$ cat src/rtl/axi_mst_wr_driver_if.sv
// Bus bundle for the write-data driver: snooped AW handshake, driven W channel, B/R readies.
interface axi_mst_wr_driver_if #(
    parameter int AXI_ID_W   = 4,
    parameter int AXI_DATA_W = 32
);
    localparam int STRB_W = AXI_DATA_W / 8;
    localparam int AL_W   = $clog2(STRB_W);

    logic                  in_awvalid;
    logic                  in_awready;
    logic [AXI_ID_W-1:0]   in_awid;
    logic [7:0]            in_awlen;
    logic [2:0]            in_awsize;
    logic [AL_W-1:0]       in_awaddr_lo;
    logic                  out_aw_full;
    logic                  out_wvalid;
    logic                  in_wready;
    logic                  out_wlast;
    logic [AXI_ID_W-1:0]   out_wid;
    logic [AXI_DATA_W-1:0] out_wdata;
    logic [STRB_W-1:0]     out_wstrb;
    logic                  in_bvalid;
    logic [1:0]            in_bresp;
    logic                  out_bready;
    logic                  out_rready;

    modport master (
        input  in_awvalid, in_awready, in_awid, in_awlen, in_awsize, in_awaddr_lo,
        output out_aw_full,
        output out_wvalid, out_wlast, out_wid, out_wdata, out_wstrb,
        input  in_wready, in_bvalid, in_bresp,
        output out_bready, out_rready
    );

    modport slave (
        output in_awvalid, in_awready, in_awid, in_awlen, in_awsize, in_awaddr_lo,
        input  out_aw_full,
        input  out_wvalid, out_wlast, out_wid, out_wdata, out_wstrb,
        output in_wready, in_bvalid, in_bresp,
        input  out_bready, out_rready
    );
endinterface

$ cat src/rtl/axi_mst_wr_driver.sv
// AXI master write-data driver: queues snooped AW bursts, drives LFSR-patterned W beats,
// tracks B responses and throttles BREADY/RREADY with a ready LFSR.
module axi_mst_wr_driver #(
    parameter int          AXI_ID_W   = 4,
    parameter int          AXI_DATA_W = 32,
    parameter int          OSTD_NUM   = 4,
    parameter logic [31:0] LFSR_SEED  = 32'hACE12345,
    parameter logic [15:0] RDY_SEED   = 16'hBEEF
) (
    input  logic                aclk,
    input  logic                aresetn,
    input  logic                srst,
    axi_mst_wr_driver_if.master bus,
    input  logic [7:0]          cfg_rdy_thr,
    output logic [15:0]         st_err_cnt,
    output logic [31:0]         st_beat_cnt,
    output logic [7:0]          st_b_pend
);
    localparam int STRB_W = AXI_DATA_W / 8;
    localparam int AL_W   = $clog2(STRB_W);
    localparam int PTR_W  = $clog2(OSTD_NUM);
    localparam int CNT_W  = PTR_W + 1;
    localparam int WORDS  = AXI_DATA_W / 32;
    // Right-shift Galois taps for x^32+x^22+x^2+x+1
    localparam logic [31:0] DLFSR_TAPS = 32'h8020_0003;

    typedef enum logic {ST_IDLE, ST_BURST} state_t;

    typedef struct packed {
        logic [AXI_ID_W-1:0] id;
        logic [7:0]          len;
        logic [2:0]          size;
        logic [AL_W-1:0]     lo;
    } aw_ent_t;

    typedef struct packed {
        state_t                state;
        aw_ent_t               cur;
        logic [7:0]            bc;
        logic [PTR_W-1:0]      wr_ptr;
        logic [PTR_W-1:0]      rd_ptr;
        logic [CNT_W-1:0]      q_cnt;
        logic [31:0]           dlfsr;
        logic [15:0]           rlfsr;
        logic                  wvalid;
        logic [AXI_DATA_W-1:0] wdata;
        logic [STRB_W-1:0]     wstrb;
        logic                  bready;
        logic                  rready;
        logic [15:0]           err;
        logic [31:0]           beats;
        logic [7:0]            pend;
    } regs_t;

    function automatic logic [STRB_W-1:0] strb_calc(input logic [2:0] size,
                                                    input logic [AL_W-1:0] lo,
                                                    input logic [7:0] k);
        logic [STRB_W-1:0] st;
        int n, s, f;
        st = '1;
        if (int'(size) <= AL_W) begin
            n = 1 << size;
            s = ((int'(lo) & ~(n - 1)) + int'(k) * n) % STRB_W;
            // Only the first beat of an unaligned burst starts mid-lane
            f = (k == 8'd0) ? int'(lo) : s;
            for (int b = 0; b < STRB_W; b++) st[b] = (b >= f) && (b < s + n);
        end
        return st;
    endfunction

    function automatic logic [AXI_DATA_W-1:0] data_calc(input logic [31:0] seed,
                                                        input logic [STRB_W-1:0] st);
        logic [AXI_DATA_W-1:0] d;
        for (int i = 0; i < WORDS; i++) d[i*32 +: 32] = seed ^ (32'(i) * 32'h9E3779B9);
        for (int b = 0; b < STRB_W; b++) if (!st[b]) d[b*8 +: 8] = 8'h00;
        return d;
    endfunction

    regs_t   r;
    aw_ent_t q_mem [OSTD_NUM];
    aw_ent_t load_ent;
    logic    push, push_ok, drop, w_hs, pop, b_take, q_full, load, size_err;
    logic    [31:0] dlfsr_nx;
    logic    [STRB_W-1:0] ld_strb, adv_strb;
    logic    [AXI_DATA_W-1:0] ld_data, adv_data;
    logic    [2:0] err_inc;
    logic    [16:0] err_sum;
    logic    [15:0] err_nx;
    logic    [7:0] pend_nx;

    assign push    = bus.in_awvalid & bus.in_awready;
    assign w_hs    = bus.out_wvalid & bus.in_wready;
    assign pop     = w_hs & bus.out_wlast;
    assign b_take  = bus.in_bvalid & bus.out_bready;
    assign q_full  = (r.q_cnt == CNT_W'(OSTD_NUM));
    assign push_ok = push & (!q_full | pop);
    assign drop    = push & q_full & !pop;
    // Back-to-back bursts take the entry behind the one being popped
    assign load    = (r.state == ST_IDLE) ? (r.q_cnt != '0) : (pop && r.q_cnt > CNT_W'(1));

    assign bus.out_aw_full = q_full;
    assign bus.out_wvalid  = r.wvalid;
    assign bus.out_wlast   = r.wvalid & (r.bc == r.cur.len);
    assign bus.out_wid     = r.cur.id;
    assign bus.out_wdata   = r.wdata;
    assign bus.out_wstrb   = r.wstrb;
    assign bus.out_bready  = r.bready;
    assign bus.out_rready  = r.rready;
    assign st_err_cnt      = r.err;
    assign st_beat_cnt     = r.beats;
    assign st_b_pend       = r.pend;

    always_comb begin
        load_ent = (r.state == ST_IDLE) ? q_mem[r.rd_ptr] : q_mem[r.rd_ptr + PTR_W'(1)];
        size_err = load && (int'(load_ent.size) > AL_W);
        dlfsr_nx = w_hs ? ({1'b0, r.dlfsr[31:1]} ^ (r.dlfsr[0] ? DLFSR_TAPS : 32'h0)) : r.dlfsr;
        ld_strb  = strb_calc(load_ent.size, load_ent.lo, 8'd0);
        adv_strb = strb_calc(r.cur.size, r.cur.lo, r.bc + 8'd1);
        ld_data  = data_calc(dlfsr_nx, ld_strb);
        adv_data = data_calc(dlfsr_nx, adv_strb);
        err_inc  = 3'(drop) + 3'(size_err) + 3'(b_take && bus.in_bresp != 2'b00)
                 + 3'(b_take && !pop && r.pend == 8'd0);
        err_sum  = {1'b0, r.err} + 17'(err_inc);
        err_nx   = err_sum[16] ? 16'hFFFF : err_sum[15:0];
        pend_nx  = r.pend;
        if (pop && !b_take && r.pend != 8'hFF) pend_nx = r.pend + 8'd1;
        if (!pop && b_take && r.pend != 8'h00) pend_nx = r.pend - 8'd1;
    end

    always_ff @(posedge aclk) begin
        if (push_ok)
            q_mem[r.wr_ptr] <= '{bus.in_awid, bus.in_awlen, bus.in_awsize, bus.in_awaddr_lo};
    end

    always_ff @(posedge aclk or negedge aresetn) begin
        if (!aresetn) begin
            r       <= '0;
            r.dlfsr <= LFSR_SEED;
            r.rlfsr <= RDY_SEED;
        end else if (srst) begin
            r       <= '0;
            r.dlfsr <= LFSR_SEED;
            r.rlfsr <= RDY_SEED;
        end else begin
            r.rlfsr  <= {r.rlfsr[14:0], r.rlfsr[15] ^ r.rlfsr[13] ^ r.rlfsr[12] ^ r.rlfsr[10]};
            r.bready <= (cfg_rdy_thr == 8'hFF) || (r.rlfsr[7:0] < cfg_rdy_thr);
            r.rready <= (cfg_rdy_thr == 8'hFF) || (r.rlfsr[15:8] < cfg_rdy_thr);
            r.dlfsr  <= dlfsr_nx;
            r.err    <= err_nx;
            r.pend   <= pend_nx;
            r.q_cnt  <= r.q_cnt + CNT_W'(push_ok) - CNT_W'(pop);
            if (push_ok) r.wr_ptr <= r.wr_ptr + PTR_W'(1);
            if (pop)     r.rd_ptr <= r.rd_ptr + PTR_W'(1);
            if (w_hs)    r.beats  <= r.beats + 32'd1;
            case (r.state)
                ST_IDLE: if (load) begin
                    r.state  <= ST_BURST;
                    r.cur    <= load_ent;
                    r.bc     <= 8'd0;
                    r.wvalid <= 1'b1;
                    r.wdata  <= ld_data;
                    r.wstrb  <= ld_strb;
                end
                ST_BURST: if (w_hs) begin
                    if (!bus.out_wlast) begin
                        r.bc    <= r.bc + 8'd1;
                        r.wdata <= adv_data;
                        r.wstrb <= adv_strb;
                    end else if (load) begin
                        r.cur   <= load_ent;
                        r.bc    <= 8'd0;
                        r.wdata <= ld_data;
                        r.wstrb <= ld_strb;
                    end else begin
                        r.state  <= ST_IDLE;
                        r.bc     <= 8'd0;
                        r.wvalid <= 1'b0;
                        r.wdata  <= '0;
                        r.wstrb  <= '0;
                    end
                end
                default: r.state <= ST_IDLE;
            endcase
        end
    end
endmodule

$ cat src/flat_wrapper.sv
// flat-port wrapper written by rule: the top's interface ports become plain ports
module axi_mst_wr_driver_flat 
#(
    parameter int          AXI_ID_W   = 4,
    parameter int          AXI_DATA_W = 32,
    parameter int          OSTD_NUM   = 4,
    parameter logic [31:0] LFSR_SEED  = 32'hACE12345,
    parameter logic [15:0] RDY_SEED   = 16'hBEEF
)
  (aclk, aresetn, srst, cfg_rdy_thr, st_err_cnt, st_beat_cnt, st_b_pend, bus_in_awvalid, bus_in_awready, bus_in_awid, bus_in_awlen, bus_in_awsize, bus_in_awaddr_lo, bus_out_aw_full, bus_out_wvalid, bus_out_wlast, bus_out_wid, bus_out_wdata, bus_out_wstrb, bus_in_wready, bus_in_bvalid, bus_in_bresp, bus_out_bready, bus_out_rready);
  axi_mst_wr_driver_if #(.AXI_ID_W(AXI_ID_W), .AXI_DATA_W(AXI_DATA_W)) bus_i ();
  input  logic aclk;
  input  logic aresetn;
  input  logic srst;
  input  logic [7:0] cfg_rdy_thr;
  output logic [15:0] st_err_cnt;
  output logic [31:0] st_beat_cnt;
  output logic [7:0] st_b_pend;
  input wire logic [$bits(bus_i.in_awvalid)-1:0] bus_in_awvalid;
  input wire logic [$bits(bus_i.in_awready)-1:0] bus_in_awready;
  input wire logic [$bits(bus_i.in_awid)-1:0] bus_in_awid;
  input wire logic [$bits(bus_i.in_awlen)-1:0] bus_in_awlen;
  input wire logic [$bits(bus_i.in_awsize)-1:0] bus_in_awsize;
  input wire logic [$bits(bus_i.in_awaddr_lo)-1:0] bus_in_awaddr_lo;
  output wire logic [$bits(bus_i.out_aw_full)-1:0] bus_out_aw_full;
  output wire logic [$bits(bus_i.out_wvalid)-1:0] bus_out_wvalid;
  output wire logic [$bits(bus_i.out_wlast)-1:0] bus_out_wlast;
  output wire logic [$bits(bus_i.out_wid)-1:0] bus_out_wid;
  output wire logic [$bits(bus_i.out_wdata)-1:0] bus_out_wdata;
  output wire logic [$bits(bus_i.out_wstrb)-1:0] bus_out_wstrb;
  input wire logic [$bits(bus_i.in_wready)-1:0] bus_in_wready;
  input wire logic [$bits(bus_i.in_bvalid)-1:0] bus_in_bvalid;
  input wire logic [$bits(bus_i.in_bresp)-1:0] bus_in_bresp;
  output wire logic [$bits(bus_i.out_bready)-1:0] bus_out_bready;
  output wire logic [$bits(bus_i.out_rready)-1:0] bus_out_rready;
  assign bus_i.in_awvalid = bus_in_awvalid;
  assign bus_i.in_awready = bus_in_awready;
  assign bus_i.in_awid = bus_in_awid;
  assign bus_i.in_awlen = bus_in_awlen;
  assign bus_i.in_awsize = bus_in_awsize;
  assign bus_i.in_awaddr_lo = bus_in_awaddr_lo;
  assign bus_out_aw_full = bus_i.out_aw_full;
  assign bus_out_wvalid = bus_i.out_wvalid;
  assign bus_out_wlast = bus_i.out_wlast;
  assign bus_out_wid = bus_i.out_wid;
  assign bus_out_wdata = bus_i.out_wdata;
  assign bus_out_wstrb = bus_i.out_wstrb;
  assign bus_i.in_wready = bus_in_wready;
  assign bus_i.in_bvalid = bus_in_bvalid;
  assign bus_i.in_bresp = bus_in_bresp;
  assign bus_out_bready = bus_i.out_bready;
  assign bus_out_rready = bus_i.out_rready;
  axi_mst_wr_driver #(.AXI_ID_W(AXI_ID_W), .AXI_DATA_W(AXI_DATA_W), .OSTD_NUM(OSTD_NUM), .LFSR_SEED(LFSR_SEED), .RDY_SEED(RDY_SEED)) u_core (.aclk(aclk), .aresetn(aresetn), .srst(srst), .bus(bus_i), .cfg_rdy_thr(cfg_rdy_thr), .st_err_cnt(st_err_cnt), .st_beat_cnt(st_beat_cnt), .st_b_pend(st_b_pend));
endmodule
$ cat config.mk
export PLATFORM = sky130hd
export DESIGN_NAME = axi_mst_wr_driver_flat
export DESIGN_NICKNAME = d
export VERILOG_FILES = /design/src/rtl/axi_mst_wr_driver_if.sv /design/src/rtl/axi_mst_wr_driver.sv /design/src/flat_wrapper.sv
export SDC_FILE = /design/constraint.sdc
export NUM_CORES = 1
export LEC_CHECK = 0
export CAP_MARGIN = 0
export CORE_UTILIZATION = 40
export DETAILED_ROUTE_END_ITERATION = 16
export HOLD_SLACK_MARGIN = 0.1
export PLACE_DENSITY = 0.63
export SLEW_MARGIN = 0
export SYNTH_ARGS = -nofsm -noshare
export SYNTH_HDL_FRONTEND = slang
export SYNTH_SLANG_ARGS = --single-unit
export TNS_END_PERCENT = 100
$ cat constraint.sdc
create_clock -name aclk -period 5.9 [get_ports aclk]
set_input_delay 0.885 -clock aclk [delete_from_list [all_inputs] [get_ports aclk]]
set_output_delay 0.885 -clock aclk [all_outputs]
set_load 0.01 [all_outputs]
Figure 1. Floorplan with the power grid (run 1).
Bar = 50 um. Pins as bars on the die edge. Tap cells in grey.
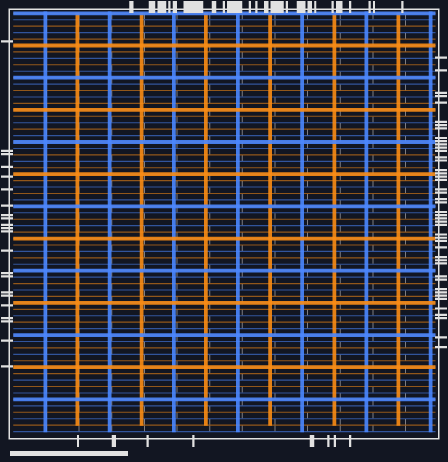
- blue: VSS
- orange: VDD
- met4 straps: 13
- rows: 65
- tap cells: 402
- met1 rails: 66
- signal pins: 135
Worst VDD drop: 0.253 mV
core footprint: 31600 um2
die extent in y: 181 um
die x size: 181 um

Figure 2. Placed cells, one colour a class (run 1).
Bar = 50 um.
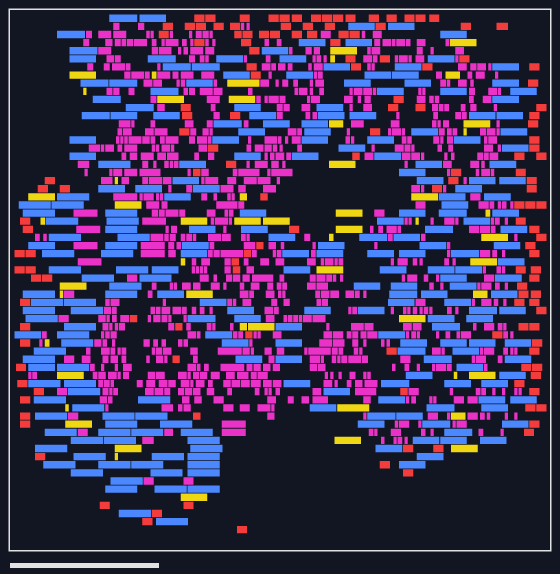
- blue: registers (cells 244)
- red: remaining buffers and delay cells (cells 147)
- yellow: clock drivers and dummy loads (cells 52)
- magenta: remaining logic cells (cells 807)
fin area: 14700 um2
sequential cell area share: 44.1%
final core occ: 46.6%

Figure 3. Clock distribution (run 1).
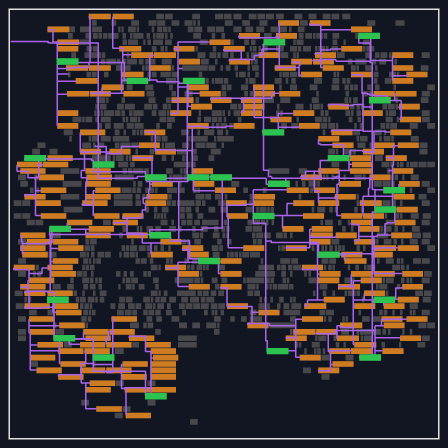
- orange: flip-flops (count 244)
- purple: clock wires (length 3160 um)
- green: clock-net drivers (count 28)
- routed clock nets: 29
- flops lie: widely spread
clk_lat worst skew: 0.54 ns
Clock Skew: 0.00969 ns
Clk. pwr: 0.00170 W
power share of the clock group: 30.6%

Figure 4. Signal wires by layer (run 1).
Bar = 50 um. Only two layers are drawn.
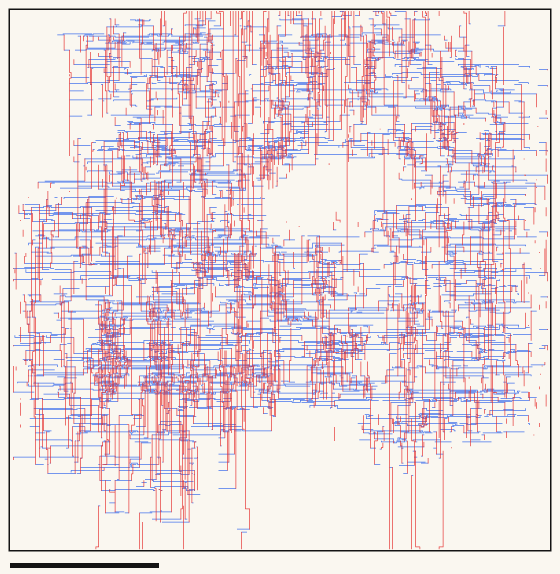
- red: M2 (wire length 13000 um)
- blue: M1 (wire length 12800 um)

run 1: layout by cell type (no fill, tap or decap), drive strengths merged, types with 13 or more instances in the layout:
master         Yosys  routed
xor2              41      41
mux2i             45      45
dfstp             27      27
edfxtp            68      68
a211oi            17      17
ha                39      39
nand3             30      30
clkbuf            38      39
nand4             16      16
buf              118      15
or2               16      16
xnor2             28      28
a21oi             58      58
o22ai             13      13
nor3              16      16
nand2            111     111
clkdlybuf4s50      0     132
o21ai             62      62
dfrtp            149     149
nor2             107     107
inv               41      41
run 1: per-stage QoR:
stage          total power, W  utilization (%)  cells
2_1_floorplan         0.00341                -   1207
3_3_place_gp          0.00387             43.7   1600
3_5_place_dp          0.00391             43.7   1600
4_1_cts               0.00564             46.6   1652
5_1_grt               0.00592             46.6   1652
6_report              0.00557             46.6   1652
==> impl_metrics.tcl, run 1 <==
# place-and-route summary
set metrics [dict create \
    top_area_cell "dfrtp_1" \
    flops 244 \
    warnings 30 \
    cpPeakStageDelay_ns 0.72 \
    critPathCapture "u_core.st_err_cnt[3]$_DFF_PN0_" \
    start_kind "register" \
    fillers 2940 \
    ios 135 \
    dr.first_iter.drc_count 646 \
    seq_area_um2 6480 \
    inv_count 42 \
    cts_buffer_depth 3 \
    layout-drive-gt1-share_pct 10.8 \
    p_sw_share_pct 33.0 \
    largestClassByArea "registers" \
    r2r_end "u_core.st_err_cnt[3]$_DFF_PN0_" \
    adder_share_pct 4.59 \
    dr.max_layer_used "met4" \
    power_frac_comb_pct 30.5 \
    min_period_ns 5.13 \
    worst_slack_ns 0.768 \
    grt_max_degree 94 \
    nNonClkBuffers 147 \
    cts_made_buffers 28 \
    power-per-cell-area_nw_per_um2 379 \
    clock_sinks 244 \
    fmax_ghz 0.195 \
    tightestPinTransition_ns 0.968 \
    reg2reg_slack_ns 0.77 \
    drt-met1-wl_um 12800 \
    clock-root-buffer "clkbuf_16" \
    reg2reg_from "u_core.r[146]$_DFFE_PN0P_" \
    comb_area_um2 5200 \
    maxCapViolations 0 \
    final-clk-cell-share_pct 6.26 \
    crit_type "reg2reg" \
    critPathSlowestCell "dfrtp_1" \
    ys_warn_count 0 \
    largest_register "u_core.r" \
    aoi_share_pct 11.4 \
    nets 1306 \
    netlist_top_cells_area "dfrtp_1 29%, edfxtp_1 16%, buf_4 5.8%" \
    grt_use_met3_pct 2.28 \
    clk_pin_slew_worst_paths_ns 0.06 \
    top_regs "u_core.r: 77 flops, u_core.q_mem: 68 flops" \
    wl_met2_um 13000 \
    syn_to_final_growth_pct 14.8 \
    mux_share_pct 6.33 \
    post_cts_buffers 0 \
    clock_buffers 39 \
    ys_async_sr_fraction_pct 72.1 \
    tapCellCount 402 \
    antennaDiodeCount 0 \
    hold_buffers 0 \
    simple_gate_area_share_pct 13.5 \
    ys_seq_share_pct 50.6 \
    rows 65 \
    synth.avg_cell_area_um2 10.6 \
    crit_arrival_ns 5.59 \
    p_seq_w 0.00217 \
    hold_viol 0 \
    placed_cell_area_um2 13800 \
    fin_crit_sh_pct 87.0 \
    dpl.hpwl_um 18800 \
    synthCells 1207 \
    cp_num_buf_inv 2 \
    p_int_w 0.00373 \
    critPathRequiredTime_ns 6.35 \
    portBuffers 134 \
    leakage_nw 6.00 \
    ys_sh_xor_pct 4.72 \
    wl_met3_um 1100 \
    tns_ns 0 \
    comb_share_pct 35.4 \
    slew_headroom_pct 35.5 \
    status "complete, no violations" \
    synth_flops 244 \
    wl_um 27500 \
    synth_nets 1285 \
    nonClkBufAreaFrac_pct 9.78 \
    design.die.area_um2 32700 \
    dp_slack_ns 0.793 \
    worstSetupStartpoint "u_core.r[146]$_DFFE_PN0P_" \
    drtAntennaViolNets 0 \
    edf_count 68 \
    ys_cells 1207 \
]
## Run 2: what changed since run 1
--- a/config.mk
+++ b/config.mk
@@ -6,10 +6,10 @@
 export NUM_CORES = 1
 export LEC_CHECK = 0
 export CAP_MARGIN = 0
-export CORE_UTILIZATION = 40
+export CORE_UTILIZATION = 55
 export DETAILED_ROUTE_END_ITERATION = 16
 export HOLD_SLACK_MARGIN = 0.1
-export PLACE_DENSITY = 0.63
+export PLACE_DENSITY = 0.81
 export SLEW_MARGIN = 0
 export SYNTH_ARGS = -nofsm -noshare
 export SYNTH_HDL_FRONTEND = slang
Figure 5. Signal wires by layer (run 2).
Bar = 50 um. Only two layers are drawn.
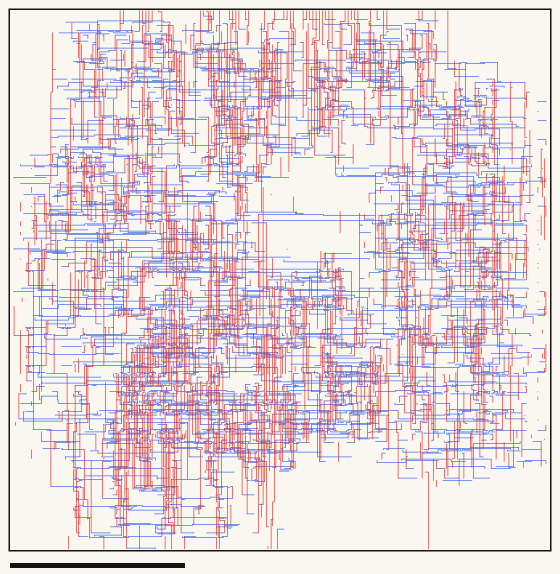
- blue: M1 (wire length 11600 um)
- red: M2 (wire length 12500 um)
GRT Util Overall: 22.6%
Routed WL: 26300 um
vias: 8965
DR WL/cell: 17.2 um

==> run 2 against run 1 <==
  * Combinational power about the same
  * Cell count down 7.4%
  * Register-to-register slack worse by 0.21 ns
  * Non-clock buffer count down 1
  * Flip-flop count unchanged
  * Die size down 27%
  * Sequential share of layout area up 0.77 points
  * Highest routed layer unchanged
  * Critical endpoint is now u_core.st_err_cnt[0]$_DFF_PN0_
  * Global-route usage up 5.4 points
==> impl_metrics.tcl, run 2 <==
# place-and-route summary
set metrics [dict create \
    hold_buffers 0 \
    cts_made_buffers 26 \
    stdcell_count 1530 \
    fin_crit_sh_pct 90.6 \
    dr.first_iter.drc_count 754 \
    clock_power_share_pct 28.7 \
    cpPeakStageDelay_ns 0.87 \
    critPathRequiredTime_ns 6.34 \
    power_frac_comb_pct 31.2 \
    start_kind "register" \
    power-per-cell-area_nw_per_um2 376 \
    synthCells 1207 \
    ys_async_sr_fraction_pct 72.1 \
    maxCapViolations 0 \
    fillers 1746 \
    crit_arrival_ns 5.79 \
    top_regs "u_core.r: 77 flops, u_core.q_mem: 68 flops" \
    ios 135 \
    ys_sh_xor_pct 4.72 \
    ys_seq_share_pct 50.6 \
    portBuffers 134 \
    tightestPinTransition_ns 0.940 \
    simple_gate_area_share_pct 13.5 \
    mux_share_pct 6.33 \
    antennaDiodeCount 0 \
    largest_register "u_core.r" \
    layout-drive-gt1-share_pct 10.5 \
    cts_buffer_depth 3 \
    ys_cells 1207 \
    clk-power_w 0.00156 \
    clock-root-buffer "clkbuf_16" \
    netlist_top_cells_area "dfrtp_1 29%, edfxtp_1 16%, buf_4 5.8%" \
    leakage_nw 5.95 \
    p_int_w 0.00359 \
    slew_headroom_pct 37.4 \
    fmax_ghz 0.187 \
    reg2reg_slack_ns 0.55 \
    design.die.area_um2 23900 \
    crit_type "reg2reg" \
    r2r_end "u_core.st_err_cnt[0]$_DFF_PN0_" \
    status "complete, no violations" \
    cp_num_buf_inv 2 \
    worst_slack_ns 0.555 \
    grt_max_degree 76 \
    power_w 0.00543 \
    clock_sinks 244 \
    hold_viol 0 \
    edf_count 68 \
    place_inst 1482 \
    ys_warn_count 0 \
    p_sw_share_pct 33.9 \
    aoi_share_pct 11.4 \
    post_cts_buffers 0 \
]
Figure 6. Floorplan with the power grid (run 2).
Bar = 50 um. Pins as bars on the die edge. Tap cells in grey.
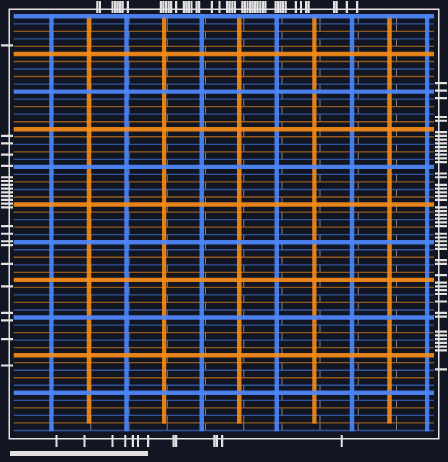
- blue: VSS
- orange: VDD
- signal pins: 135
- met5 straps: 11
- met4 straps: 11
Worst VDD drop: 0.241 mV
die x size: 155 um
core footprint: 22700 um2
die extent in y: 155 um

[run 2: cell counts after synthesis]
Identical to the previous run, type by type.
[run 2: area by class of cell]
type | instances | area (um2) | area share [%]
Clock inverter | 17 | 121 | 0.840
Tap cell | 285 | 357 | 2.47
Inverter | 42 | 158 | 1.09
Sequential cell | 244 | 6480 | 44.9
Multi-Input combinational cell | 765 | 5200 | 36.0
Clock buffer | 31 | 701 | 4.85
Timing Repair Buffer | 146 | 1430 | 9.90
[run 2: per-layer routing]
layer | routed length (um) | share of wire (%) | vias to the layer above | global-route usage (%)
met2 | 12500 | 47 | 325 | 36.9
met4 | 722 | 2.7 | 0 | 7.97
met5 | 0 | 0 | - | 0
met3 | 1490 | 5.7 | 64 | 3.11
met1 | 11600 | 44 | 4375 | 31.0
li1 | - | - | 4201 | -
Power and IR drop assume default switching activity.
